`config.mk`:
```
export PLATFORM = sky130hd
export DESIGN_NAME = alu_wide_seq
export DESIGN_NICKNAME = d
export VERILOG_FILES = /design/src/rtl/alu_wide_seq_pkg.sv /design/src/rtl/alu_wide_seq_opmap.sv /design/src/rtl/alu_wide_seq.sv
export SDC_FILE = /design/constraint.sdc
export NUM_CORES = 1
export LEC_CHECK = 0
export ABC_CLOCK_PERIOD_IN_PS = 2800
export CAP_MARGIN = 5
export CORE_AREA = 5 5 189 118
export DETAILED_ROUTE_END_ITERATION = 16
export DIE_AREA = 0 0 194 123
export GPL_ROUTABILITY_DRIVEN = 0
export PLACE_DENSITY = 0.83
export SYNTH_ARGS = -nofsm -noshare
export SYNTH_HDL_FRONTEND = slang
export SYNTH_SLANG_ARGS = --single-unit
```
`constraint.sdc`:
```
create_clock -name clock -period 2.8 [get_ports clock]
set_clock_uncertainty 0.15 [all_clocks]
set_input_delay 0.42 -clock clock [delete_from_list [all_inputs] [get_ports clock]]
set_output_delay 0.42 -clock clock [all_outputs]
set_load 0.005 [all_outputs]
```
`src/rtl/alu_wide_seq_pkg.sv`:
```
// Shared op encodings for the 32-bit ALU and the 64-bit wide sequencer.
// WIDE_ALU_COMP_EN adds the result-suppress flag to the decoded op map.
package alu_wide_seq_pkg;

    localparam int WORD_W = 32;
    localparam int WIDE_W = 64;

    typedef enum logic [4:0] {
        OP_ADD  = 5'd0,
        OP_ADDC = 5'd1,
        OP_SUB  = 5'd2,
        OP_SUBC = 5'd3,
        OP_AND  = 5'd4,
        OP_OR   = 5'd5,
        OP_XOR  = 5'd6
    } alu_op_e;

    typedef enum logic [2:0] {
        WIDE_ADD  = 3'd0,
        WIDE_SUB  = 3'd1,
        WIDE_AND  = 3'd2,
        WIDE_OR   = 3'd3,
        WIDE_XOR  = 3'd4,
        WIDE_COMP = 3'd5
    } wide_op_e;

    typedef struct packed {
        alu_op_e lo_op;
        alu_op_e hi_op;
`ifdef WIDE_ALU_COMP_EN
        logic    suppress_result;
`endif
        logic    valid;
    } opmap_t;

endpackage

```
`src/rtl/alu_wide_seq_opmap.sv`:
```
// Combinational decode of a wide op into per-half ALU ops.
// COMP decodes as valid only when WIDE_ALU_COMP_EN is defined.
module alu_wide_opmap
    import alu_wide_seq_pkg::*;
(
    input  logic [2:0] wide_op_i,
    output opmap_t     map_o
);

    // Translate the wide op into low/high ALU ops and a validity flag.
    always_comb begin
        map_o.lo_op = OP_ADD;
        map_o.hi_op = OP_ADD;
`ifdef WIDE_ALU_COMP_EN
        map_o.suppress_result = 1'b0;
`endif
        map_o.valid = 1'b0;
        case (wide_op_i)
            WIDE_ADD: begin
                map_o.lo_op = OP_ADD;
                map_o.hi_op = OP_ADDC;
                map_o.valid = 1'b1;
            end
            WIDE_SUB: begin
                map_o.lo_op = OP_SUB;
                map_o.hi_op = OP_SUBC;
                map_o.valid = 1'b1;
            end
            WIDE_AND: begin
                map_o.lo_op = OP_AND;
                map_o.hi_op = OP_AND;
                map_o.valid = 1'b1;
            end
            WIDE_OR: begin
                map_o.lo_op = OP_OR;
                map_o.hi_op = OP_OR;
                map_o.valid = 1'b1;
            end
            WIDE_XOR: begin
                map_o.lo_op = OP_XOR;
                map_o.hi_op = OP_XOR;
                map_o.valid = 1'b1;
            end
`ifdef WIDE_ALU_COMP_EN
            WIDE_COMP: begin
                map_o.lo_op = OP_SUB;
                map_o.hi_op = OP_SUBC;
                map_o.suppress_result = 1'b1;
                map_o.valid = 1'b1;
            end
`endif
            default: begin
                map_o.valid = 1'b0;
            end
        endcase
    end

endmodule

```
`src/rtl/alu_wide_seq.sv`:
```
// 64-bit op sequencer driving a registered 32-bit ALU low word then high word.
// WIDE_ALU_COMP_EN enables COMP (compare: flags only, result returns operand a).
module alu_wide_seq
    import alu_wide_seq_pkg::*;
(
    input  logic        clock,
    input  logic        reset,
    input  logic        start,
    input  logic [2:0]  wide_op,
    input  logic [63:0] a_in,
    input  logic [63:0] b_in,
    output logic        busy,
    output logic        done,
    output logic        err,
    output logic [63:0] result,
    output logic        carry,
    output logic        zero,
    output logic        neg,
    output logic        over,
    output logic [4:0]  alu_op,
    output logic [31:0] alu_reg2,
    output logic [31:0] alu_reg3,
    output logic        alu_carry_in,
    input  logic [31:0] alu_result,
    input  logic        alu_carry_out,
    input  logic        alu_zero_out,
    input  logic        alu_neg_out,
    input  logic        alu_over_out
);

    typedef enum logic [2:0] {
        S_IDLE    = 3'd0,
        S_LO_EXEC = 3'd1,
        S_LO_CAPT = 3'd2,
        S_HI_EXEC = 3'd3,
        S_HI_CAPT = 3'd4
    } state_e;

    state_e      state_q;
    opmap_t      map_s;
    logic [31:0] a_hi_q, b_hi_q, lo_res_q;
    logic [4:0]  hi_op_q, alu_op_q;
    logic [31:0] alu_reg2_q, alu_reg3_q;
    logic        alu_carry_in_q, lo_zero_q;
    logic        busy_q, done_q, err_q;
    logic [63:0] result_q;
    logic        carry_q, zero_q, neg_q, over_q;
`ifdef WIDE_ALU_COMP_EN
    logic [31:0] a_lo_q;
    logic        suppress_q;
`endif

    alu_wide_opmap u_opmap (
        .wide_op_i (wide_op),
        .map_o     (map_s)
    );

    // Sequencer FSM: the ALU has one registered cycle, so each half spends one EXEC and one CAPT cycle.
    always_ff @(posedge clock) begin
        if (reset) begin
            state_q        <= S_IDLE;
            a_hi_q         <= 32'd0;
            b_hi_q         <= 32'd0;
            lo_res_q       <= 32'd0;
            lo_zero_q      <= 1'b0;
            hi_op_q        <= 5'd0;
            alu_op_q       <= 5'd0;
            alu_reg2_q     <= 32'd0;
            alu_reg3_q     <= 32'd0;
            alu_carry_in_q <= 1'b0;
            busy_q         <= 1'b0;
            done_q         <= 1'b0;
            err_q          <= 1'b0;
            result_q       <= 64'd0;
            carry_q        <= 1'b0;
            zero_q         <= 1'b0;
            neg_q          <= 1'b0;
            over_q         <= 1'b0;
`ifdef WIDE_ALU_COMP_EN
            a_lo_q         <= 32'd0;
            suppress_q     <= 1'b0;
`endif
        end else begin
            done_q <= 1'b0;
            err_q  <= 1'b0;
            case (state_q)
                S_IDLE: begin
                    if (start && map_s.valid) begin
                        a_hi_q         <= a_in[63:32];
                        b_hi_q         <= b_in[63:32];
                        hi_op_q        <= map_s.hi_op;
                        alu_op_q       <= map_s.lo_op;
                        alu_reg2_q     <= a_in[31:0];
                        alu_reg3_q     <= b_in[31:0];
                        alu_carry_in_q <= 1'b0;
                        busy_q         <= 1'b1;
                        state_q        <= S_LO_EXEC;
`ifdef WIDE_ALU_COMP_EN
                        a_lo_q         <= a_in[31:0];
                        suppress_q     <= map_s.suppress_result;
`endif
                    end else if (start) begin
                        err_q <= 1'b1;
                    end else begin
                        state_q <= S_IDLE;
                    end
                end
                S_LO_EXEC: state_q <= S_LO_CAPT;
                S_LO_CAPT: begin
                    lo_res_q       <= alu_result;
                    lo_zero_q      <= alu_zero_out;
                    alu_op_q       <= hi_op_q;
                    alu_reg2_q     <= a_hi_q;
                    alu_reg3_q     <= b_hi_q;
                    alu_carry_in_q <= alu_carry_out;
                    state_q        <= S_HI_EXEC;
                end
                S_HI_EXEC: state_q <= S_HI_CAPT;
                S_HI_CAPT: begin
`ifdef WIDE_ALU_COMP_EN
                    result_q <= suppress_q ? {a_hi_q, a_lo_q} : {alu_result, lo_res_q};
`else
                    result_q <= {alu_result, lo_res_q};
`endif
                    carry_q <= alu_carry_out;
                    neg_q   <= alu_neg_out;
                    over_q  <= alu_over_out;
                    zero_q  <= lo_zero_q & alu_zero_out;
                    done_q  <= 1'b1;
                    busy_q  <= 1'b0;
                    state_q <= S_IDLE;
                end
                default: begin
                    busy_q  <= 1'b0;
                    state_q <= S_IDLE;
                end
            endcase
        end
    end

    assign busy         = busy_q;
    assign done         = done_q;
    assign err          = err_q;
    assign result       = result_q;
    assign carry        = carry_q;
    assign zero         = zero_q;
    assign neg          = neg_q;
    assign over         = over_q;
    assign alu_op       = alu_op_q;
    assign alu_reg2     = alu_reg2_q;
    assign alu_reg3     = alu_reg3_q;
    assign alu_carry_in = alu_carry_in_q;

endmodule

```
==> results.ini, run 1 <==
[status]
status = completed

[sta]
period_used_share = 0.809
final_hold_viol_count = 0
tightestPinTransition_ns = 0.746
tns_ns = 0
fin_crit_ns = 2.27
fmax_ghz = 0.441

[cts]
postCtsHoldBufs = 0
cts_tree = yes
clkSinkCount = 242

[synth]
netlist_instances = 1160
mux_share = 0
synth_simple_gate_area_share = 0.219
dominantRegCellSynth = dfxtp_1
enable_flop_cells = 0
ys_seq_share = 0.524
yosys-top-cells-area = dfxtp_1 52%, a21oi_1 9.2%, nand2_1 8.4%, a2111oi_0 6.1%, nor2_1 5.3%
yosysUniqueCellTypes = 29
largest_area_cell = dfxtp_1
ys_async_sr_fraction = 0
most_common_cell = dfxtp_1
netlist_area_mm2 = 0.00924
synth.avg_cell_area_um2 = 7.96
ys_sh_adder = 0
ys_top_cells_by_count = 242 x dfxtp_1, 207 x nand2_1, 170 x a21oi_1
ys_area_mm2 = 0.00924

[cells_and_area]
stdcell_count = 1688
comb_area_mm2 = 0.00392
fin_area_mm2 = 0.0132
buffers = 332
nets = 1567
layout-drive-gt1-share = 0.0476
sh_seq_area = 0.367
largest_register_ffs = 64
final_cell_mix = 307 x clkdlybuf4s50_1, 242 x dfxtp_1, 206 x nand2_1
final-seq-area_mm2 = 0.00484
clk_share = 0.0537
num-nonclk-inverters = 1
fill_cells = 1651
logic_gate_count = 797
areaGrowthSynthToFinish_pct = 43.1
num_antenna_cells = 0
utilization = 0.646
largest_class = flip-flops and latches

[drt]
dr_wl_met3_um = 2990
avgRoutedWirePerCell_um = 17.7
drt_iter0_markers = 668
via_per_inst = 5.51
wl_met2_um = 13600

[floorplanning]
die_h_um = 123
core_area_mm2 = 0.0205
rows = 41
initial_core_util = 0.451

[placed_design]
hpwl_um = 19900
dpl.cell_count = 1651
postPlaceCellArea_mm2 = 0.0125
dp_slack_ns = 0.176

[pwr]
vdd_drop_max_mv = 0.409
p_leak_nw = 4.54

[worst_setup_path]
cp.required_ns = 3.01
crit_path_start_kind = register
critical_path.slowest_cell = dfxtp_1
critPathCaptureType = register
arrival_ns = 2.48

[global_routing]
grt_use_met3 = 0.0757
grt.total_usage = 0.236
grt_overflow = 0

[job]
cap_violations = 0

==> run 1: path summary, 6_finish.rpt <==
path / to / cells after the start / slack [ns] / from
min: b_hi_q[16] / 2 / 0.29 / reset
max: alu_reg2[21] / 4 / 0.53 / state_q[2]
max reg2reg: alu_reg2[21] / 4 / 0.53 / state_q[2]
min reg2reg: result[9] / 2 / 0.30 / lo_res_q[9]
==> run 1: where the power goes <==
part	switching [mW]	internal [mW]	leakage [nW]
clock	1.27	1.69	0.351
combinational	0.864	0.861	2.22
sequential	0.173	3.75	1.97
total	2.31	6.30	4.54
==> run 1: worst max-delay path, delay by kind of cell, from the launching register on <==
kind | cells | cell delay (ns)
flops | 1 | 0.55
simple gates | 2 | 0.58
buf+inv | 1 | 0.40
compound gates | 1 | 0.43
Fig. 1: run 1, met1 routing
Scale bar: 50 um.
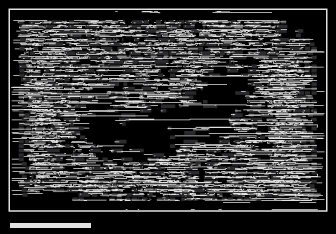
The wires run mostly horizontal. The layer carries 12800 um of wire. The longest straight run is 53.8 um. The layer holds 43% of the routed length.
M1 GR Usage: 0.318
drt total wl: 30000 um

Fig. 2: run 1, the metal 2 layer
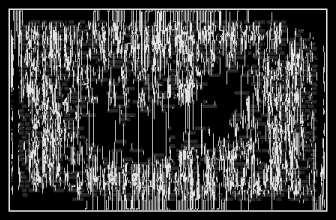
The wires run mostly vertical. The layer carries 13600 um of wire. 1283 nets have wire on it. The longest straight run is 68.2 um.
Vias: 9301
met2 Usage GRT: 0.378

Fig. 3: run 1, M3 wires
Scale bar: 50 um.
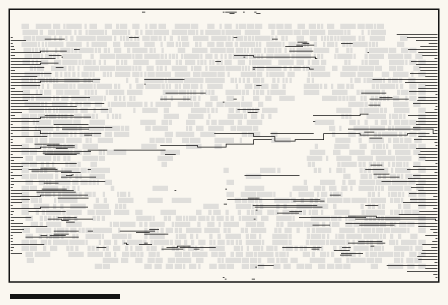
The layer holds 10% of the routed length. 223 nets have wire on it.

Fig. 4: run 1, placement view
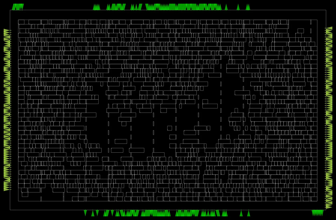

==> inputs of run 2 (changes only) <==
Settings changed: ABC_CLOCK_PERIOD_IN_PS 2800 to 2100.
Clock period 2.8 ns to 2.1 ns, I/O delays scaled along.
Fig. 5: run 2, placement view
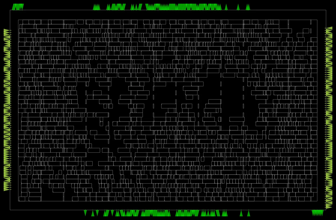
Flops: 242
fill count: 1651
Tapcells: 279
fin util: 0.660

==> results.ini, run 2 <==
[synth]
most_common_cell = dfxtp_1  ; unchanged
yosys-top-cells-area = dfxtp_1 52%, a21oi_1 9.2%, nand2_1 8.4%, a2111oi_0 6.1%, nor2_1 5.3%  ; unchanged
ys_area_mm2 = 0.00924  ; unchanged
ys_top_cells_by_count = 242 x dfxtp_1, 207 x nand2_1, 170 x a21oi_1  ; unchanged
netlist_instances = 1160  ; unchanged
netlist_area_mm2 = 0.00924  ; unchanged
ys_async_sr_fraction = 0  ; unchanged
synth.avg_cell_area_um2 = 7.96  ; unchanged
enable_flop_cells = 0  ; unchanged
dominantRegCellSynth = dfxtp_1  ; unchanged
largest_area_cell = dfxtp_1  ; unchanged
yosysUniqueCellTypes = 29  ; unchanged

[sta]
fin_crit_ns = 1.96  ; was 2.27 ns
fmax_ghz = 0.510  ; was 0.441 GHz
tns_ns = 0  ; unchanged

[worst_setup_path]
cp.required_ns = 2.31  ; was 3.01 ns
critPathCaptureType = register  ; unchanged
critical_path_buf_inv_count = 2  ; was 1
critPathMaxFanout = 26  ; was 29
arrival_ns = 2.17  ; was 2.48 ns
critical_path.slowest_cell = dfxtp_1  ; unchanged
reg2reg_depth = 5  ; was 4

[drt]
num_vias = 9261  ; was 9301
via_per_inst = 5.43  ; was 5.51
dr_wl_met3_um = 2930  ; was 2990 um
avgRoutedWirePerCell_um = 17.6  ; was 17.7 um
wl_met2_um = 13800  ; was 13600 um
drt_iter0_markers = 756  ; was 668
wl_um = 30100  ; was 30000 um

[cells_and_area]
sh_seq_area = 0.359  ; was 0.367
clk_share = 0.0567  ; was 0.0537
num_antenna_cells = 1  ; was 0
layout-drive-gt1-share = 0.0582  ; was 0.0476
buffers = 344  ; was 332
areaGrowthSynthToFinish_pct = 46.1  ; was 43.1%
fin_area_mm2 = 0.0135  ; was 0.0132 mm2
largest_register_ffs = 64  ; unchanged
logic_gate_count = 797  ; unchanged
final-seq-area_mm2 = 0.00485  ; was 0.00484 mm2
stdcell_count = 1705  ; was 1688
largest_class = flip-flops and latches  ; unchanged
comb_area_mm2 = 0.00393  ; was 0.00392 mm2
num-nonclk-inverters = 1  ; unchanged
nets = 1579  ; was 1567
buf_share = 0.267  ; was 0.256

[pwr]
p_seq_frac = 0.442  ; was 0.456
p_int_mw = 8.70  ; was 6.30 mW
p_comb_frac = 0.204  ; was 0.200
vdd_drop_max_mv = 0.532  ; was 0.409 mV
switching_power_mw = 3.13  ; was 2.31 mW
pg_clk_mw = 4.19  ; was 2.96 mW
p_seq_mw = 5.23  ; was 3.92 mW
p_leak_nw = 4.67  ; was 4.54 nW
powerComb_mw = 2.41  ; was 1.72 mW

[status]
status = completed  ; unchanged

[global_routing]
grt.total_usage = 0.235  ; was 0.236
grt.busiest_layer = met2  ; unchanged
grt_use_met3 = 0.0733  ; was 0.0757
grt_util_met1 = 0.318  ; about the same
grt_overflow = 0  ; unchanged
grt_util_met2 = 0.379  ; was 0.378

[job]
cap_violations = 0  ; unchanged
tool_warnings = 26  ; unchanged

[placed_design]
postPlaceCellArea_mm2 = 0.0127  ; was 0.0125 mm2
dp_slack_ns = -0.0771  ; was 0.176 ns
hpwl_um = 19900  ; about the same

[floorplanning]
initial_core_util = 0.451  ; unchanged
core_area_mm2 = 0.0205  ; unchanged
die_h_um = 123  ; unchanged
rows = 41  ; unchanged

[cts]
cts_tree = yes  ; unchanged
cts_buffers = 23  ; unchanged
clkTransAtPathRegs_ns = 0.07  ; was 0.06 ns
postCtsHoldBufs = 0  ; unchanged
clkSinkCount = 242  ; unchanged

[min_path]
hold_depth = 2  ; unchanged

Fig. 6: run 2, met1 routing
Scale bar: 50 um.
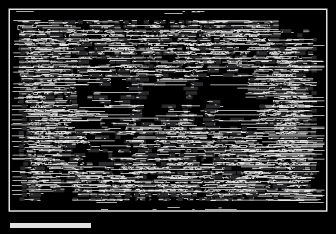
The wires run mostly horizontal. 1448 nets have wire on it.

run 2: cell types whose count changed in the layout (fill, tap and decap cells not counted), sizes merged:
cell | previous run | this run
buf | 25 | 36
clkbuf | 34 | 38
bufinv | 0 | 1
clkinvlp | 0 | 1
diode | 0 | 1
inv | 2 | 1
run 2: worst paths after layout:
check	slack, ns	to	startpoint
setup / recovery	0.14	alu_reg3[29]	state_q[0]
hold / removal	0.07	b_hi_q[18]	reset
setup reg to reg	0.14	alu_reg3[29]	state_q[0]
hold reg to reg	0.30	result[20]	lo_res_q[20]
run 2: logic make-up (layout without fill, tap and decap cells):
group	count (synthesis)	count (layout)	synth area share
other	1	3	0.000406
DFF	242	242	0.524
buffers and inverters	122	386	0.0554
xor gates and xnor gates	3	3	0.00284
AOI/OAI and AO/OA	312	312	0.198
and+or+nand+nor	480	480	0.219
Fig. 7: run 2, the metal 2 layer
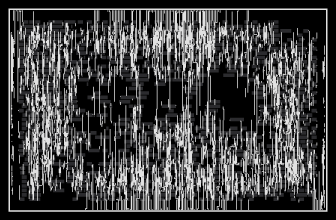

==> inputs of run 3 (changes only) <==
Settings changed: CELL_PAD_IN_SITES_DETAIL_PLACEMENT from default to 0, CELL_PAD_IN_SITES_GLOBAL_PLACEMENT from default to 1, CORE_AREA 5 5 189 118 to 2 2 220 135, DIE_AREA 0 0 194 123 to 0 0 222 137.
Fig. 8: run 3, the metal 2 layer
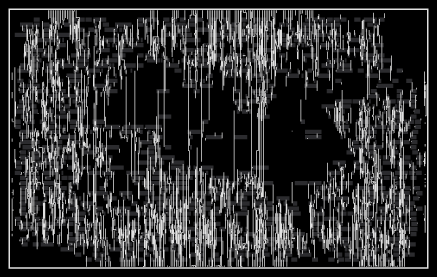
1263 nets have wire on it. The longest straight run is 63.2 um.

==> results.ini, run 3 <==
[status]
status = completed  ; unchanged

[drt]
drt_iter0_markers = 613  ; was 756
via_per_inst = 5.09  ; was 5.43
wl_um = 31100  ; was 30100 um
avgRoutedWirePerCell_um = 17.2  ; was 17.6 um

[job]
cap_violations = 0  ; unchanged
tool_warnings = 26  ; unchanged

[global_routing]
grt_overflow = 0  ; unchanged
grt.total_usage = 0.192  ; was 0.235

[worst_setup_path]
critical_path_buf_inv_count = 1  ; was 2
startpoint = state_q[2]  ; was state_q[0]
critPathMaxFanout = 71  ; was 26
cp.depth = 4  ; was 5
critical_path.slowest_cell = or4b_4  ; was dfxtp_1
critPathTopFamily = simple AND/OR/NAND/NOR gates  ; was flip-flops
cp.required_ns = 2.33  ; was 2.31 ns
critPathCaptureType = register  ; unchanged
arrival_ns = 2.16  ; was 2.17 ns
r2r_start = state_q[2]  ; was state_q[0]
crit_path_start_kind = register  ; unchanged

[pwr]
p_leak_nw = 4.72  ; was 4.67 nW
vdd_drop_max_mv = 0.462  ; was 0.532 mV

[cells_and_area]
buf_share = 0.265  ; was 0.267
fin_area_mm2 = 0.0137  ; was 0.0135 mm2
buffers = 348  ; was 344
final-seq-area_mm2 = 0.00485  ; about the same
nets = 1584  ; was 1579
largest_register_ffs = 64  ; unchanged
areaGrowthSynthToFinish_pct = 48.3  ; was 46.1%
largest_class = flip-flops and latches  ; unchanged
final_cell_mix = 307 x clkdlybuf4s50_1, 239 x dfxtp_1, 206 x nand2_1  ; was 307 x clkdlybuf4s50_1, 241 x dfxtp_1, 206 x nand2_1
stdcell_count = 1808  ; was 1705
ff_count = 242  ; unchanged
layout-drive-gt1-share = 0.0642  ; was 0.0582
num-nonclk-inverters = 1  ; unchanged

[synth]
logic_family = simple AND/OR/NAND/NOR gates  ; unchanged
yosysUniqueCellTypes = 29  ; unchanged
netlist_area_mm2 = 0.00924  ; unchanged
ys_seq_share = 0.524  ; unchanged
ys_area_mm2 = 0.00924  ; unchanged
ys_sh_adder = 0  ; unchanged
yosys-top-cells-area = dfxtp_1 52%, a21oi_1 9.2%, nand2_1 8.4%, a2111oi_0 6.1%, nor2_1 5.3%  ; unchanged
aoi_share = 0.198  ; unchanged
dominantRegCellSynth = dfxtp_1  ; unchanged
netlist_instances = 1160  ; unchanged
most_common_cell = dfxtp_1  ; unchanged
ys_top_cells_by_count = 242 x dfxtp_1, 207 x nand2_1, 170 x a21oi_1  ; unchanged

[sta]
fmax_ghz = 0.519  ; was 0.510 GHz
period_used_share = 0.917  ; was 0.933
fin_crit_ns = 1.93  ; was 1.96 ns

[cts]
clkTransAtPathRegs_ns = 0.06  ; was 0.07 ns
cts_tree = yes  ; unchanged

[placed_design]
postPlaceCellArea_mm2 = 0.0128  ; was 0.0127 mm2
hpwl_um = 19900  ; about the same
dp_slack_ns = -0.111  ; was -0.0771 ns

[min_path]
worstHoldEndpoint = b_hi_q[15]  ; was b_hi_q[18]
hp-start = reset  ; unchanged

[floorplanning]
initial_core_util = 0.325  ; was 0.451
taps = 375  ; was 279

Fig. 9: run 3, placement view
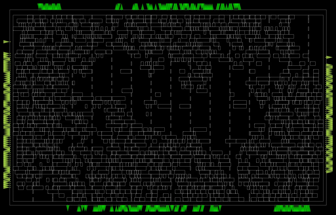
row cnt: 48
fin util: 0.482
fraction of area in registers: 0.354

[run 3: cell count changes in the layout (fill, tap and decap cells not counted), sizes merged]
cell,change
clkbuf,-4
clkinv,+5
buf,+4
bufinv,+2
[run 3: where the power goes]
| group | switching [mW] | internal, mW | total (mW) |
|---|---|---|---|
| logic | 1.17 | 1.24 | 2.41 |
| registers | 0.226 | 5.00 | 5.23 |
| clock network | 1.87 | 2.66 | 4.53 |
[run 3: what timing repair did]
action,CTS,global route
resized,0,5
setup endpoints to repair,0,35
hold buffers,0,0
setup buffers,0,3
hold endpoints to repair,0,0
[run 3: per-layer routing]
layer	part of all wire	global-route usage	wire length, um
met5	0	0	0
met1	0.47	0.269	14700
met4	0.019	0.0413	575
met2	0.44	0.293	13500
met3	0.074	0.0558	2290
Power is estimated from default activity; no workload was simulated.
